Figure 1. Signal wires on met2.
The bar under the picture is 20 µm long.
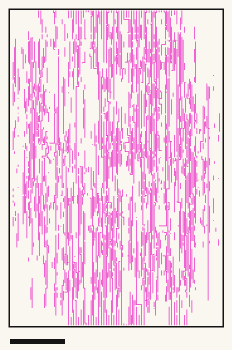
Figure 2. PDN straps and rails.
The bar under the picture is 20 µm long. Pins as bars on the die edge.
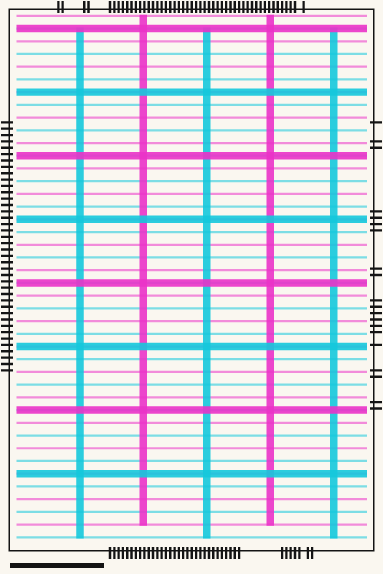
Figure 3. Clock nets.
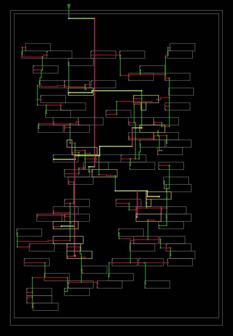
Figure 4. Routed metal, one colour a layer.
The bar under the picture is 20 µm long. Only two layers are drawn.
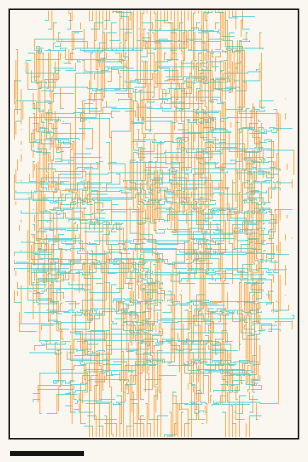
<file path="src/rtl/data_break.sv">
// ---------------------------------------------------------------------------
// data_break
//
// Multi-channel data-break (DMA) controller and memory-bus arbiter sitting
// between the CPU memory-address block, CHANNELS peripheral DMA ports and
// the synchronous main RAM.
//
// Single-cycle break : peripheral supplies the full transfer address.
// Three-cycle break  : word count (at {0,wcp}) and current address (at
//                      {0,wcp+1}) live in memory; both are incremented here
//                      and the transfer goes to {field, ca+1}.
//
// Ports
//   clk, reset     system clock, asynchronous active-high reset
//   break_ok       CPU is at a major-state boundary, a break may start
//   cpu_addr/wdata/we   CPU bus request, passed through while cpu_hold=0
//   req            per-channel level break request
//   to_mem         per-channel direction (1 = write to memory)
//   three_cycle    per-channel three-cycle mode
//   ch_addr        per-channel address (AW bits each)
//   ch_wdata       per-channel write data (12 bits each)
//   ack            one-cycle completion pulse, one bit per channel
//   ch_rdata       read data, valid while ack is high
//   wc_overflow    word count wrapped to 0000 on this break, valid with ack
//   cpu_hold       break in progress, CPU must freeze
//   mem_addr/wdata/we   RAM request
//   mem_rdata      RAM read data, one cycle after the address
// ---------------------------------------------------------------------------
module data_break #(
    parameter int CHANNELS    = 2,
    parameter int FIELD_BITS  = 3,
    parameter int ROUND_ROBIN = 0
) (
    input  logic                                clk,
    input  logic                                reset,
    input  logic                                break_ok,
    input  logic [FIELD_BITS+11:0]              cpu_addr,
    input  logic [11:0]                         cpu_wdata,
    input  logic                                cpu_we,
    input  logic [CHANNELS-1:0]                 req,
    input  logic [CHANNELS-1:0]                 to_mem,
    input  logic [CHANNELS-1:0]                 three_cycle,
    input  logic [CHANNELS*(FIELD_BITS+12)-1:0] ch_addr,
    input  logic [CHANNELS*12-1:0]              ch_wdata,
    output logic [CHANNELS-1:0]                 ack,
    output logic [11:0]                         ch_rdata,
    output logic                                wc_overflow,
    output logic                                cpu_hold,
    output logic [FIELD_BITS+11:0]              mem_addr,
    output logic [11:0]                         mem_wdata,
    output logic                                mem_we,
    input  logic [11:0]                         mem_rdata
);

    localparam int AW = FIELD_BITS + 12;
    localparam int IW = (CHANNELS > 1) ? $clog2(CHANNELS) : 1;

    localparam logic [3:0] S_IDLE = 4'd0;
    localparam logic [3:0] S_WA   = 4'd1;
    localparam logic [3:0] S_WD   = 4'd2;
    localparam logic [3:0] S_WW   = 4'd3;
    localparam logic [3:0] S_CA   = 4'd4;
    localparam logic [3:0] S_CD   = 4'd5;
    localparam logic [3:0] S_CW   = 4'd6;
    localparam logic [3:0] S_XA   = 4'd7;
    localparam logic [3:0] S_XD   = 4'd8;
    localparam logic [3:0] S_ACK  = 4'd9;

    logic [3:0]            state;
    logic [IW-1:0]         win;
    logic [IW-1:0]         rr_last;
    logic                  to_mem_r;
    logic [11:0]           wcp_r;
    logic [FIELD_BITS-1:0] field_r;
    logic [AW-1:0]         xfer_addr;
    logic [11:0]           word_r;
    logic [11:0]           data_r;
    logic                  ovf_r;
    logic [11:0]           rdata_r;

    // Arbiter outputs
    logic                  grant_found;
    logic [IW-1:0]         grant_idx;
    logic [AW-1:0]         sel_addr;
    logic [11:0]           sel_wdata;
    logic                  sel_to_mem;
    logic                  sel_three;
    logic [IW-1:0]         rr_next;
    logic                  grant_go;

    logic [11:0]           rdata_inc;
    logic [11:0]           wcp_inc;

    // Internal bus request while the CPU is held
    logic [AW-1:0]         bus_addr;
    logic [11:0]           bus_wdata;
    logic                  bus_we;

    assign rdata_inc = mem_rdata + 12'd1;
    assign wcp_inc   = wcp_r + 12'd1;

    assign rr_next = (int'(rr_last) == CHANNELS - 1) ? '0 : rr_last + 1'b1;

    // Search all channels starting from a rotating (or fixed zero) origin;
    // the first requesting channel wins and its inputs are selected.
    always_comb begin
        int unsigned start;
        int unsigned idx;
        grant_found = 1'b0;
        grant_idx   = '0;
        sel_addr    = '0;
        sel_wdata   = '0;
        sel_to_mem  = 1'b0;
        sel_three   = 1'b0;
        start       = (ROUND_ROBIN != 0) ? int'(rr_next) : 0;
        idx         = 0;
        for (int unsigned i = 0; i < CHANNELS; i++) begin
            idx = start + i;
            if (idx >= CHANNELS) begin
                idx = idx - CHANNELS;
            end
            if (!grant_found && req[idx]) begin
                grant_found = 1'b1;
                grant_idx   = IW'(idx);
                sel_addr    = ch_addr[idx*AW +: AW];
                sel_wdata   = ch_wdata[idx*12 +: 12];
                sel_to_mem  = to_mem[idx];
                sel_three   = three_cycle[idx];
            end
        end
    end

    // Leaving ACK behaves like IDLE so back-to-back breaks lose no cycle.
    assign grant_go = grant_found && break_ok &&
                      ((state == S_IDLE) || (state == S_ACK));

    always_ff @(posedge clk or posedge reset) begin
        if (reset) begin
            state     <= S_IDLE;
            win       <= '0;
            rr_last   <= IW'(CHANNELS - 1);
            to_mem_r  <= 1'b0;
            wcp_r     <= '0;
            field_r   <= '0;
            xfer_addr <= '0;
            word_r    <= '0;
            data_r    <= '0;
            ovf_r     <= 1'b0;
            rdata_r   <= '0;
        end else begin
            if (grant_go) begin
                win       <= grant_idx;
                rr_last   <= grant_idx;
                to_mem_r  <= sel_to_mem;
                xfer_addr <= sel_addr;
                wcp_r     <= sel_addr[11:0];
                field_r   <= sel_addr[AW-1:12];
                data_r    <= sel_wdata;
                ovf_r     <= 1'b0;
                state     <= sel_three ? S_WA : S_XA;
            end else begin
                case (state)
                    S_WA: state <= S_WD;
                    S_WD: begin
                        word_r <= rdata_inc;
                        ovf_r  <= (mem_rdata == 12'o7777);
                        state  <= S_WW;
                    end
                    S_WW: state <= S_CA;
                    S_CA: state <= S_CD;
                    S_CD: begin
                        // Field is never carried into; CA wraps within it.
                        word_r    <= rdata_inc;
                        xfer_addr <= {field_r, rdata_inc};
                        state     <= S_CW;
                    end
                    S_CW: state <= S_XA;
                    S_XA: state <= S_XD;
                    S_XD: begin
                        if (!to_mem_r) begin
                            rdata_r <= mem_rdata;
                        end
                        state <= S_ACK;
                    end
                    default: state <= S_IDLE;
                endcase
            end
        end
    end

    always_comb begin
        bus_addr  = '0;
        bus_wdata = '0;
        bus_we    = 1'b0;
        case (state)
            S_WA, S_WD: begin
                bus_addr = {{FIELD_BITS{1'b0}}, wcp_r};
            end
            S_WW: begin
                bus_addr  = {{FIELD_BITS{1'b0}}, wcp_r};
                bus_wdata = word_r;
                bus_we    = 1'b1;
            end
            S_CA, S_CD: begin
                bus_addr = {{FIELD_BITS{1'b0}}, wcp_inc};
            end
            S_CW: begin
                bus_addr  = {{FIELD_BITS{1'b0}}, wcp_inc};
                bus_wdata = word_r;
                bus_we    = 1'b1;
            end
            S_XA: begin
                bus_addr  = xfer_addr;
                bus_wdata = data_r;
                bus_we    = to_mem_r;
            end
            S_XD: begin
                bus_addr = xfer_addr;
            end
            default: begin
                bus_addr  = '0;
                bus_wdata = '0;
                bus_we    = 1'b0;
            end
        endcase
    end

    assign cpu_hold  = (state != S_IDLE);
    assign mem_addr  = cpu_hold ? bus_addr  : cpu_addr;
    assign mem_wdata = cpu_hold ? bus_wdata : cpu_wdata;
    assign mem_we    = cpu_hold ? bus_we    : cpu_we;

    always_comb begin
        ack = '0;
        if (state == S_ACK) begin
            ack[win] = 1'b1;
        end
    end

    assign wc_overflow = (state == S_ACK) && ovf_r;
    assign ch_rdata    = rdata_r;

endmodule

</file>
<file path="config.mk">
export PLATFORM = sky130hd
export DESIGN_NAME = data_break
export DESIGN_NICKNAME = d
export VERILOG_FILES = /design/src/rtl/data_break.sv
export SDC_FILE = /design/constraint.sdc
export NUM_CORES = 1
export LEC_CHECK = 0
export ABC_AREA = 1
export CAP_MARGIN = 20
export CORE_ASPECT_RATIO = 1.5
export CORE_UTILIZATION = 50
export DETAILED_ROUTE_END_ITERATION = 8
export GPL_ROUTABILITY_DRIVEN = 1
export MAX_ROUTING_LAYER = met4
export PLACE_DENSITY = 0.87
export SETUP_SLACK_MARGIN = 0.4
export SLEW_MARGIN = 30
export SYNTH_ARGS = -nofsm -noshare
export SYNTH_HDL_FRONTEND = slang
export SYNTH_SLANG_ARGS = --single-unit
</file>
<file path="constraint.sdc">
create_clock -name clk -period 6.65 [get_ports clk]
set_input_delay 1.33 -clock clk [delete_from_list [all_inputs] [get_ports clk]]
set_output_delay 1.33 -clock clk [all_outputs]
set_load 0.01 [all_outputs]
</file>
==> impl_metrics.xml <==
<?xml version="1.0" encoding="UTF-8"?>
<metrics>
  <group name="run_status">
    <metric name="outcome" unit="">completed</metric>
  </group>
  <group name="synthesis">
    <metric name="yosys_warnings" unit="">0</metric>
    <metric name="synthesized_nets" unit="">713</metric>
    <metric name="ys_top_cells_by_area" unit="">sky130_fd_sc_hd__dfrtp_1, sky130_fd_sc_hd__nand2_1, sky130_fd_sc_hd__o21ai_0, sky130_fd_sc_hd__inv_1, sky130_fd_sc_hd__nand3_1</metric>
  </group>
  <group name="layout">
    <metric name="layout_utilization" unit="%">72.1</metric>
    <metric name="drive_gt1_share" unit="%">4.31</metric>
    <metric name="finish.instance_area" unit="µm²">6030</metric>
  </group>
  <group name="final_timing">
    <metric name="final-setup-viol-count" unit="">0</metric>
    <metric name="grt_setup_unrepaired" unit="">false</metric>
    <metric name="final-max-slew-violation-count" unit="">0</metric>
    <metric name="hold_ws" unit="ns">0.485</metric>
    <metric name="finalHoldViolations" unit="">0</metric>
  </group>
  <group name="drt">
    <metric name="detail_route.iter0.violations" unit="">409</metric>
    <metric name="routed-via-count" unit="">4622</metric>
  </group>
  <group name="clock_network">
    <metric name="htree_levels" unit="">3</metric>
  </group>
  <group name="setup_path">
    <metric name="r2r_cells" unit="">9</metric>
    <metric name="crit-reg2reg-capture" unit="">xfer_addr[11]</metric>
    <metric name="timing.setup.critical_path_class" unit="">reg -&gt; out</metric>
  </group>
  <group name="pwr">
    <metric name="total_power" unit="mW">2.58</metric>
  </group>
  <group name="run">
    <metric name="max_cap_viol_count" unit="">0</metric>
  </group>
</metrics>
-- Figure 1 (at the start) --
The layer carries 6880 µm of wire. 723 nets have wire on it. The layer holds 54% of the routed length. The longest straight run is 78.2 µm. The wires run mostly vertical.

-- Figure 2 (at the start) --
VSS: drawn in cyan. VDD: drawn in magenta.
The core has 41 rows. 5 straps on met4. 147 signal pins sit on the boundary.

-- Figure 3 (at the start) --
clock buffer count in the final layout: 10
num sequential: 73
cts bufs inserted: 9
Clock group: 467 µW

-- Figure 4 (at the start) --
met1: drawn in cyan, wire length 4760 µm. met2: drawn in orange, wire length 6880 µm.

==> where the power goes <==
part | total, mW | internal, mW | switching [mW] | leakage (nW)
logic | 1.31 | 0.603 | 0.707 | 1.75
registers | 0.804 | 0.663 | 0.141 | 0.884
clock network | 0.467 | 0.294 | 0.173 | 0.144
total | 2.58 | 1.56 | 1.02 | 2.78
==> registers in the layout, summed over array words and instances (netlist names) <==
register and count:
ch_rdata 12, data_r 12, field_r 3, ovf_r 1, state 4, to_mem_r 1
wcp_r 12, win 1, word_r 12, xfer_addr 15
==> final cells by class <==
type / count / area (µm²)
fillers: 683 / 2330
clock buffers: 10 / 239
clock inverters: 4 / 45.0
flip-flops and latches: 73 / 1830
well taps: 107 / 134
inverters: 62 / 238
repair buffers: 147 / 1470
multi-input cells: 447 / 2080
==> critical path, stage by stage, from the launching register on <==
cell	delay, ns
sky130_fd_sc_hd__dfrtp_1	0.41
sky130_fd_sc_hd__nor2_1	0.24
sky130_fd_sc_hd__inv_1	0.10
sky130_fd_sc_hd__nor2_1	0.68
sky130_fd_sc_hd__a22oi_1	0.22
sky130_fd_sc_hd__o211ai_1	0.14
sky130_fd_sc_hd__clkdlybuf4s50_1	0.56
==> logic make-up (layout without fill, tap and decap cells) <==
logic type / Yosys count / count (layout)
and+or+nand+nor: 351 / 351
AOI/OAI and AO/OA: 91 / 91
buffers and inverters: 88 / 223
DFF: 73 / 73
xor gates and xnor gates: 3 / 3
adders and majority gates: 2 / 2
==> metal layers <==
| metal | vias up | global-route usage [%] | wire length, µm |
|---|---|---|---|
| li1 | 2227 | - | - |
| met1 | 2170 | 32.1 | 4760 |
| met2 | 186 | 54.0 | 6880 |
| met3 | 39 | 2.91 | 639 |
| met4 | 0 | 16.6 | 509 |
| met5 | - | - | 0 |
No activity file was given, so power comes from the tool's default toggle rates.
